[src/rtl/wb_port_arbiter_pkg.sv]
// Shared types for the regfile write-port arbiter: FSM states, buffered result entry, zero register.
package wb_port_arbiter_pkg;

  localparam int unsigned WB_XLEN = 32;

  typedef enum logic [1:0] {
    IDLE  = 2'd0,
    DRAIN = 2'd1,
    FORCE = 2'd2
  } wb_arb_state_e;

  typedef struct packed {
    logic [4:0]         rd;
    logic [WB_XLEN-1:0] data;
  } wb_entry_t;

  localparam logic [4:0] REG_ZERO = 5'd0;

endpackage

[src/rtl/wb_result_fifo.sv]
// Small circular buffer for long-latency results; wrap-around pointers plus occupancy count.
module wb_result_fifo
  import wb_port_arbiter_pkg::*;
#(
  parameter int unsigned DEPTH = 2,
  parameter type entry_t = wb_entry_t,
  localparam int unsigned PW = $clog2(DEPTH),
  localparam int unsigned CW = PW + 1
) (
  input  logic          clk,
  input  logic          rst,
  input  logic          push,
  input  entry_t        push_data,
  input  logic          pop,
  output entry_t        head,
  output logic          full,
  output logic          empty,
  output logic [CW-1:0] count
);

  entry_t        mem_q [DEPTH];
  entry_t        mem_d [DEPTH];
  logic [PW-1:0] wr_ptr_q, wr_ptr_d;
  logic [PW-1:0] rd_ptr_q, rd_ptr_d;
  logic [CW-1:0] count_q, count_d;
  logic          push_ok, pop_ok;

  assign full    = (count_q == CW'(DEPTH));
  assign empty   = (count_q == '0);
  assign count   = count_q;
  assign head    = mem_q[rd_ptr_q];
  assign push_ok = push && !full;
  assign pop_ok  = pop && !empty;

  always_comb begin
    mem_d    = mem_q;
    wr_ptr_d = wr_ptr_q;
    rd_ptr_d = rd_ptr_q;
    if (push_ok) begin
      mem_d[wr_ptr_q] = push_data;
      wr_ptr_d        = wr_ptr_q + PW'(1);
    end
    if (pop_ok) begin
      rd_ptr_d = rd_ptr_q + PW'(1);
    end
    count_d = count_q + CW'(push_ok) - CW'(pop_ok);
  end

  always_ff @(posedge clk) begin
    if (rst) begin
      wr_ptr_q <= '0;
      rd_ptr_q <= '0;
      count_q  <= '0;
    end else begin
      wr_ptr_q <= wr_ptr_d;
      rd_ptr_q <= rd_ptr_d;
      count_q  <= count_d;
    end
  end

  // Storage needs no reset: contents are only observed through a non-zero count.
  always_ff @(posedge clk) begin
    mem_q <= mem_d;
  end

endmodule

[src/rtl/wb_port_arbiter.sv]
// Regfile write-port arbiter between writeback pipe and buffered long-latency results.
// Optional stall-cycle performance counter enabled by defining ARB_PERF_EN.
module wb_port_arbiter
  import wb_port_arbiter_pkg::*;
#(
  parameter int unsigned XLEN         = 32,
  parameter int unsigned DEPTH        = 2,
  parameter int unsigned STARVE_LIMIT = 4
) (
  input  logic            clock,
  input  logic            reset,
  input  logic            io_pipe_valid,
  input  logic [4:0]      io_pipe_rd,
  input  logic [XLEN-1:0] io_pipe_data,
  output logic            io_pipe_stall,
  input  logic            io_lat_valid,
  input  logic [4:0]      io_lat_rd,
  input  logic [XLEN-1:0] io_lat_data,
  output logic            io_lat_ready,
  output logic            io_rf_wen,
  output logic [4:0]      io_rf_waddr,
  output logic [XLEN-1:0] io_rf_wdata,
  output logic [31:0]     io_stall_count
);

  localparam int unsigned SW = $clog2(STARVE_LIMIT + 1);
  localparam int unsigned CW = $clog2(DEPTH) + 1;

  typedef struct packed {
    logic [4:0]      rd;
    logic [XLEN-1:0] data;
  } entry_t;

  wb_arb_state_e   state_q, state_d;
  logic [SW-1:0]   starve_q, starve_d;
  logic            rf_wen_q, rf_wen_d;
  logic [4:0]      rf_waddr_q, rf_waddr_d;
  logic [XLEN-1:0] rf_wdata_q, rf_wdata_d;

  logic            fifo_push, fifo_pop, fifo_full, fifo_empty, fifo_last;
  logic [CW-1:0]   fifo_count;
  entry_t          fifo_head, lat_entry;
  logic            pipe_grant, grant;
  logic [4:0]      win_rd;
  logic [XLEN-1:0] win_data;

  assign lat_entry     = '{rd: io_lat_rd, data: io_lat_data};
  assign io_lat_ready  = !fifo_full;
  assign fifo_push     = io_lat_valid && !fifo_full;
  assign io_pipe_stall = (state_q == FORCE) && io_pipe_valid;
  // FIFO drains to empty this cycle: the final entry leaves and nothing replaces it.
  assign fifo_last     = (fifo_count == CW'(1)) && !fifo_push;

  wb_result_fifo #(
    .DEPTH   (DEPTH),
    .entry_t (entry_t)
  ) u_fifo (
    .clk       (clock),
    .rst       (reset),
    .push      (fifo_push),
    .push_data (lat_entry),
    .pop       (fifo_pop),
    .head      (fifo_head),
    .full      (fifo_full),
    .empty     (fifo_empty),
    .count     (fifo_count)
  );

  always_comb begin
    state_d    = state_q;
    starve_d   = starve_q;
    pipe_grant = 1'b0;
    fifo_pop   = 1'b0;
    unique case (state_q)
      IDLE: begin
        pipe_grant = io_pipe_valid;
        if (fifo_push) state_d = DRAIN;
      end
      DRAIN: begin
        if (io_pipe_valid) begin
          pipe_grant = 1'b1;
          starve_d   = starve_q + SW'(1);
          if (starve_d == SW'(STARVE_LIMIT)) state_d = FORCE;
        end else begin
          fifo_pop = !fifo_empty;
          starve_d = '0;
          state_d  = fifo_last ? IDLE : DRAIN;
        end
      end
      FORCE: begin
        fifo_pop = !fifo_empty;
        starve_d = '0;
        state_d  = fifo_last ? IDLE : DRAIN;
      end
      default: begin
        state_d  = IDLE;
        starve_d = '0;
      end
    endcase
  end

  assign grant    = pipe_grant || fifo_pop;
  assign win_rd   = pipe_grant ? io_pipe_rd   : fifo_head.rd;
  assign win_data = pipe_grant ? io_pipe_data : fifo_head.data;

  always_comb begin
    rf_wen_d   = grant && (win_rd != REG_ZERO);
    rf_waddr_d = rf_waddr_q;
    rf_wdata_d = rf_wdata_q;
    if (grant) begin
      rf_waddr_d = win_rd;
      rf_wdata_d = win_data;
    end
  end

  always_ff @(posedge clock) begin
    if (reset) begin
      state_q    <= IDLE;
      starve_q   <= '0;
      rf_wen_q   <= 1'b0;
      rf_waddr_q <= '0;
      rf_wdata_q <= '0;
    end else begin
      state_q    <= state_d;
      starve_q   <= starve_d;
      rf_wen_q   <= rf_wen_d;
      rf_waddr_q <= rf_waddr_d;
      rf_wdata_q <= rf_wdata_d;
    end
  end

  assign io_rf_wen   = rf_wen_q;
  assign io_rf_waddr = rf_waddr_q;
  assign io_rf_wdata = rf_wdata_q;

`ifdef ARB_PERF_EN
  logic [31:0] stall_cnt_q, stall_cnt_d;

  always_comb begin
    stall_cnt_d = stall_cnt_q;
    if (io_pipe_stall && (stall_cnt_q != '1)) stall_cnt_d = stall_cnt_q + 32'd1;
  end

  always_ff @(posedge clock) begin
    if (reset) stall_cnt_q <= '0;
    else       stall_cnt_q <= stall_cnt_d;
  end

  assign io_stall_count = stall_cnt_q;
`else
  assign io_stall_count = '0;
`endif

endmodule

[config.mk]
export PLATFORM = sky130hd
export DESIGN_NAME = wb_port_arbiter
export DESIGN_NICKNAME = d
export VERILOG_FILES = /design/src/rtl/wb_port_arbiter_pkg.sv /design/src/rtl/wb_result_fifo.sv /design/src/rtl/wb_port_arbiter.sv
export SDC_FILE = /design/constraint.sdc
export NUM_CORES = 1
export LEC_CHECK = 0
export CAP_MARGIN = 20
export CORE_MARGIN = 5
export CORE_UTILIZATION = 43
export DETAILED_ROUTE_END_ITERATION = 8
export GPL_TIMING_DRIVEN = 0
export PLACE_DENSITY_LB_ADDON = 0.12
export SKIP_LAST_GASP = 1
export SYNTH_ARGS = -nofsm -noshare
export SYNTH_HDL_FRONTEND = slang
export SYNTH_SLANG_ARGS = --single-unit
[constraint.sdc]
create_clock -name clock -period 2.75 [get_ports clock]
set_clock_uncertainty 0.05 [all_clocks]
set_input_delay 0.275 -clock clock [delete_from_list [all_inputs] [get_ports clock]]
set_output_delay 0.275 -clock clock [all_outputs]
set_load 0.05 [all_outputs]
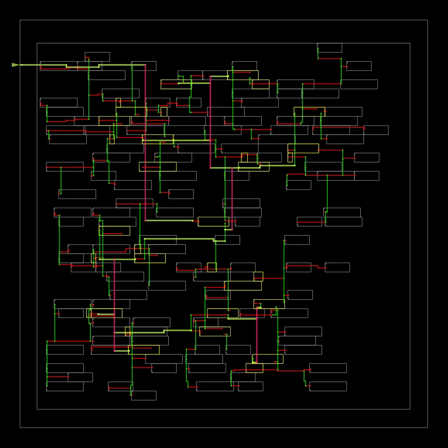
*Clock routing*
CTS sink count: 121
CTS Buf Count: 17
# clk buffers: 23
Insertion Delay late pin: 410 ps

==> results.json <==
{
  "status": "finished, final reports clean",
  "drc": 0,
  "filler_cell_count": 973,
  "clockBufferDepth": 2,
  "mux_share_pct": 8.15,
  "use_met1_pct": 21.5,
  "drt-pass1-iter-count": 4,
  "r2r_end": "u_fifo.count[1]",
  "place_area_um2": 6850,
  "finalInstanceArea_um2": 7420,
  "p_sw_mw": 1.81,
  "place.gp.congestion": 0.790,
  "power_leakage_nw": 2.64,
  "synth_area_leader_cell": "edfxtp_1",
  "power_frac_seq_pct": 38.5,
  "top_layer": "met4",
  "tool_warnings": 30,
  "end_kind": "flop",
  "die-height_um": 121,
  "setup_viol": 0,
  "busiest_layer": "met2",
  "path_max_fanout": 10,
  "postSynthAreaPerCell_um2": 12.4,
  "die_width_um": 121,
  "top_area_share_pct": 41.8,
  "crit_type": "reg -> reg",
  "crit_arrival_ps": 2750,
  "worstMarginPinSlew_ps": 566,
  "whs_ps": 230,
  "combinationalPowerShare_pct": 25.9,
  "p_total_mw": 5.91,
  "wl_met3_um": 938,
  "grt_pass1_wl_mm": 20.3,
  "aoi_share_pct": 16.3,
  "antenna_found_initial": 0,
  "viasPerCell": 4.97,
  "crit_family": "adder cells",
  "lay_top_count": "clkdlybuf4s50_1",
  "switching_share_pct": 30.7,
  "cp-startpoint": "state_q[0]",
  "core-area_um2": 12100,
  "cap_violations": 0,
  "seq_area_frac_synth_pct": 59.6,
  "holdCritStartpoint": "reset",
  "period_minus_slack_ps": 2520,
  "r2r_slack_ps": 230,
  "portBuffers": 116,
  "synthTopCellsByArea": "edfxtp_1 (42%), dfxtp_1 (18%), o211ai_1 (7.6%)",
  "finalCritPeriodShare_pct": 91.8,
  "async_flop_share_pct": 0,
  "synth_warnings": 0,
  "grt.overflow.total": 0,
  "min_path_cells": 2,
  "setup-tns-final_ps": 0,
  "syn_area_um2": 5310,
  "crit_buf_inv": 4,
  "worst_slack_ps": 226,
  "xor_share_pct": 0.825,
  "drt-met1-wl_mm": 5.47,
  "dr.first_iter.drc_count": 174,
  "final_cells": 779,
  "min_to": "starve_q[1]",
  "grt_use_total_pct": 18.1,
  "vias": 3875,
  "p_int_mw": 4.10,
  "vdd_drop_max_v": 0.000456,
  "largest_reg_flops": 74,
  "synth_stat.cells": 429,
  "hold_viol": 0,
  "fp_util_pct": 44.0,
  "r2r_cells": 12
}
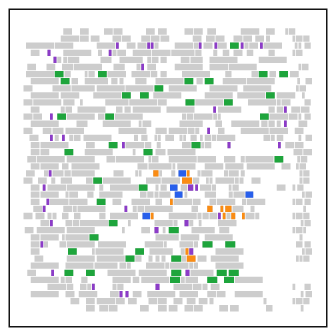
*Logic cells by family*
XOR/XNOR gates -> blue  # cells 5, where centre
NAND gates -> purple  # cells 40, where widely spread
NOR gates -> orange  # cells 13
multiplexers -> green  # cells 42, where widely spread

area by class of cell:
cell class | instances | area [µm²] | share of cell area, %
Sequential cell | 121 | 3160 | 42.7
Clock inverter | 9 | 97.6 | 1.32
Tap cell | 168 | 210 | 2.83
Clock buffer | 23 | 468 | 6.31
Timing Repair Buffer | 119 | 1200 | 16.2
Multi-Input combinational cell | 267 | 1830 | 24.6
Inverter | 7 | 26.3 | 0.354
Buffer | 65 | 422 | 5.69
power by group through the flow:
stage                     sequential, mW  combinational, mW  clock (mW)
final                               2.27               1.53        2.10
after global routing                2.29               1.64        2.23
after CTS                           2.27               1.54        2.15
after detailed placement            2.31               1.53           0
after global placement              2.31               1.49           0
after floorplan                     2.58              0.731           0
Power is estimated from default activity; no workload was simulated.
